Run 1, clock routing:
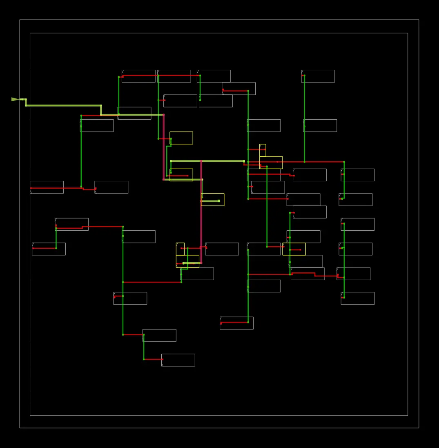
Run 1, M3 wires:
Scale: 4 px per um.
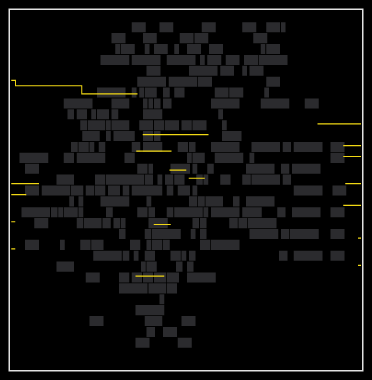
Run 1, wires at chosen ports, followed through buffers:
Scale: 6 px per um.
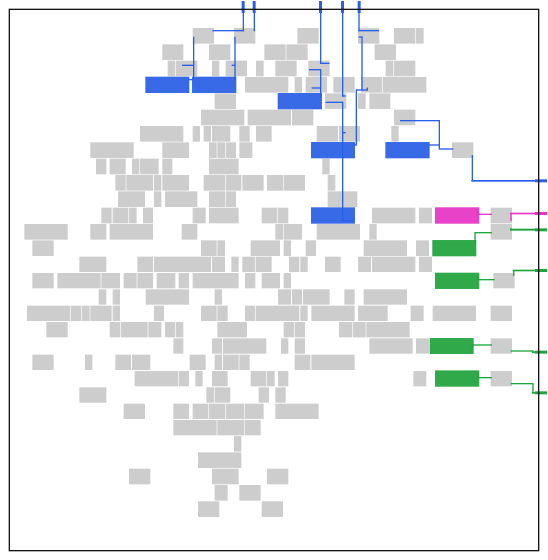
Run 1, clock distribution:
Scale: 6 px per um.
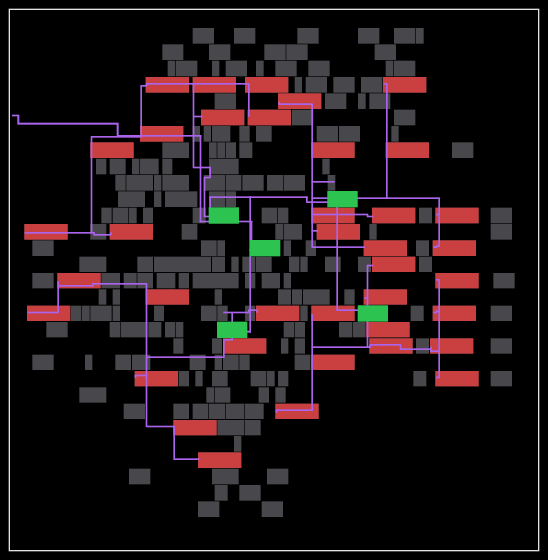
Design view_scan_sequencer_flat, sky130hd; sources not shown.
==> CHANGELOG.md, run 1 <==
## Flow update

- Outcome: finished clean
- DIE WIDTH: 88 um
- Yosys warns: 0
- Sw Ratio: 40.28%
- Share of cells above drive strength 1: 11.56%
- RSZ-0062 raised after global routing: no
- Hpwl dp: 2.705 mm
- Finished Layout Cells: 324
- Combinational share of power: 48.1%
- Post-synth top area cell: dfxtp_1
- Max reg flops: 8
- Yosys stat area: 1717 um^2
- Max-Cap Viols: 0
- Async S/R FF share, synth: 0%
- Logic area: 859.6 um^2
- Post-synth EDFFs: 0
- Antenna cells: 0
- PwrDens: 1246 nW/um^2
- Initial Util: 24.45%
- Dominant flop cell: dfxtp_1
- Root buffer cell: clkbuf_8
- Internal Power: 1.709 mW
- Register area: 760.7 um^2
- Post-CTS sizing: 0
- Most frequent cell after synthesis: dfxtp_1
- Die area: 7920 um^2
- Synth Cell Area: 1717 um^2
- Fmax: 507.1 MHz
- # Cells Yosys: 183
- Syn avg cell area: 9.381 um^2
- Critical-path maximum fanout: 9
- Crit Path Category: reg -> reg
- WL per Instance: 11.33 um
- Initial DRC Count: 64
- Max-slew violation count: 0
- Total gr overflow: 0
- Worst IR Drop VDD: 0.0004845 V
- Core area: 7020 um^2
- Synth top area share: 44.31%
- Cell area after layout: 2297 um^2
- Hold Path Depth: 1
- Leak pwr: 0.9205 nW
Back to the opening pictures, 'clock routing':
CTS Buf Count: 5
flop count: 38
clk pwr: 0.513 mW

Back to the opening pictures, 'M3 wires':
The longest straight run is 16.6 um. The layer carries 117 um of wire. The layer holds 3.2% of the routed length.
total wire length: 3.672 mm
met3 Usage GRT: 3.122%
routed vias: 1336

Back to the opening pictures, 'wires at chosen ports, followed through buffers':
Key: green = bus_tap_idx [direction output, edge right, end cells 4, buffers 4, wire 33.5 um]; blue = bus_mem_addr [direction output, edge 5 top, 1 right, end cells 6, buffers 6, wire 144 um]; magenta = bus_tap_valid [direction output, edge right, end cells 1, buffers 1, wire 8.30 um]
Top Ports: 38
port bufs: 36

Back to the opening pictures, 'clock distribution':
Key: green = clock drivers [count 5]; red = flip-flops [count 38]; purple = clock wires [length 522 um]
There are 6 routed clock nets.
clock share of power: 17.9%
Max Clock Skew: 0.006044 ns
clock latency on the worst-skew pair: 0.28 ns

run 1: metrics by stage:
step,worst slack (ns),hold slack [ns]
after CTS,0.1091,0.4404
after detailed placement,0.1205,0.4226
final,0.1281,0.4367
after global routing,0.01762,0.4595
after global placement,0.1279,0.4224
after floorplan,0.07861,0.4138
run 1: power by group through the flow:
stage,sequential [mW],clock (mW),combinational (mW)
detailed placement,0.989,0,1.38
global placement,0.985,0,1.37
finish,0.973,0.513,1.38
global route,0.995,0.567,1.51
CTS,0.974,0.537,1.39
floorplan,1.17,0,0.745
run 1: cells in the final DEF (no fill, tap or decap), drive strengths merged, types with 3 or more instances in the layout:
master and n:
a211oi 5, a21oi 16, and3 5, buf 10
clkbuf 7, clkdlybuf4s50 36, dfxtp 38, ha 10
inv 6, mux2i 8, nand2 10, nand2b 3
nand3 6, nor2 20, nor2b 7, nor3 4
nor3b 3, o21ai 5
run 1: worst max-delay path: stages (launching register included):
cell	delay, ns
dfxtp_1	0.33
inv_1	0.08
ha_1	0.14
or3b_1	0.53
a221oi_4	0.48
a21oi_1	0.12
a31o_1	0.19
run 1: layer usage:
layer	part of all wire, %	global-route usage, %	wire length [um]
met4	0.98	2.308	36
met2	48	15.15	1766
met3	3.2	3.122	116
met5	0	0	0
met1	48	12.75	1752
run 1: cells by family after synthesis:
family                     share of synthesized area, %
buffers and inverters                             5.758
other                                            0.2184
and+or+nand+nor                                   20.19
DFF                                               44.31
muxes                                             4.665
adders and majority gates                         7.289
AOI/OAI and AO/OA                                 17.57
run 1: layout make-up:
cell class / count / area share (%)
multi-input cells: 126 / 37.42
clock inverters: 1 / 0.2179
clock buffers: 7 / 3.758
repair buffers: 46 / 18.95
inverters: 7 / 1.144
flip-flops and latches: 38 / 33.12
well taps: 99 / 5.392
--- run 2 (diff from run 1) ---
- CTS_CLUSTER_DIAMETER: not set -> 80
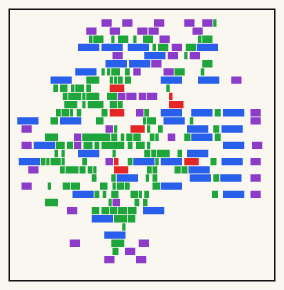
Run 2: placement by cell class
Scale: 3 px per um.
Key: blue = flops [cells 38, share of their area 35%]; green = combinational and other logic [cells 133, share of their area 41%]; purple = other buffers and delay cells [cells 46, share of their area 20%]; red = clock drivers and dummy loads [cells 8, share of their area 4.2%]
flop share of the area: 33.12%
row cnt: 31
Final Util: 32.72%

==> run 2 against run 1 <==
Effect of this change:
- cell area stayed put
- area after synthesis stayed put
- largest cell class unchanged
- sequential power hardly changed
- critical path depth stayed put
- synthesized cell count stayed put
- total power stayed put
- critical path type unchanged
- via count stayed put
- count of clock-buffer cells in the layout stayed put
- maximum frequency stayed put
- die area stayed put
- cell count stayed put
- critical endpoint unchanged
- setup slack stayed put
==> CHANGELOG.md, run 2 <==
## Flow update

- Initial DRC Count: 64
- Commonest cells after routing, fill and taps aside: dfxtp_1 (38), clkdlybuf4s50_1 (36), nor2_1 (20)
- Yosys stat area: 1717 um^2
- Max-Cap Viols: 0
- Finished Layout Cells: 324
- Fmax: 507.1 MHz
- Most frequent cell after synthesis: dfxtp_1
- Dominant flop cell: dfxtp_1
- DIE WIDTH: 88 um
- Hpwl dp: 2.705 mm
- Antenna cells: 0
- Max Clock Skew: 0.006044 ns
- Total wire length: 3.672 mm
- Leak pwr: 0.9205 nW
- Critical-path maximum fanout: 9
- Root buffer cell: clkbuf_8
- # Cells Yosys: 183
- Hold Path Depth: 1
- GRT Max-Usage Layer: met2
- Synth Cell Area: 1717 um^2
- Met3 Usage GRT: 3.122%
- Post-synth top area cell: dfxtp_1
- Yosys warns: 0
- Outcome: finished clean
- Core area: 7020 um^2
- Clock latency on the worst-skew pair: 0.28 ns
- Die area: 7920 um^2
- Max-slew violation count: 0
- Total gr overflow: 0
- WL per Instance: 11.33 um
- PwrDens: 1246 nW/um^2
- Synth top area share: 44.31%
- Share of cells above drive strength 1: 11.56%
- Max reg flops: 8
==> run 2: cell counts in the layout (fill, tap and decap cells not counted) <==
Identical to the previous run, type by type.
==> run 2: layer usage <==
layer  vias up  wire length, um
li1        715                -
met1       596             1752
met2        20             1766
met3         5              116
met4         0               36
met5         -                0
==> run 2: per-stage QoR <==
step / setup WS (ns) / hold slack (ns) / cell area [um^2] / power [mW]
2_1_floorplan: 0.07861 / 0.4138 / 1717 / 1.917
3_3_place_gp: 0.1279 / 0.4224 / 2203 / 2.356
3_5_place_dp: 0.1205 / 0.4226 / 2203 / 2.372
5_1_grt: 0.01762 / 0.4595 / 2297 / 3.077
6_report: 0.1281 / 0.4367 / 2297 / 2.862
4_1_cts: 0.1091 / 0.4404 / 2295 / 2.902
==> run 2: cell type report <==
type	count	area, um^2	area share (%)
multi-input cells	126	859.6	37.42
flip-flops and latches	38	760.7	33.12
repair buffers	46	435.4	18.95
well taps	99	123.9	5.392
clock buffers	7	86.33	3.758
inverters	7	26.28	1.144
clock inverters	1	5.005	0.2179
==> run 2: what timing repair did <==
action	4_1_cts	5_1_grt
resized	0	1
endpoints found under the setup margin	0	1
endpoints found under the hold margin	0	0
==> run 2: power by group <==
part / internal, mW / switching, mW
combinational: 0.591 / 0.784
sequential: 0.853 / 0.120
clock: 0.265 / 0.249
total: 1.71 / 1.15
==> run 2: critical path, stage by stage (launching register included) <==
cell and delay (ns):
dfxtp_1 0.33, inv_1 0.08, ha_1 0.14, or3b_1 0.53, a221oi_4 0.48, a21oi_1 0.12, a31o_1 0.19
==> run 2: cell families (layout without fill, tap and decap cells) <==
family          Yosys count  count (layout)  share of synthesized area, %
mux                       8               8                         4.665
flops                    38              38                         44.31
other cells               1               1                        0.2184
simple gates             67              67                         20.19
buf+inv                  19              61                         5.758
compound gates           40              40                         17.57
fa+ha+maj                10              10                         7.289
Power is estimated from default activity; no workload was simulated.
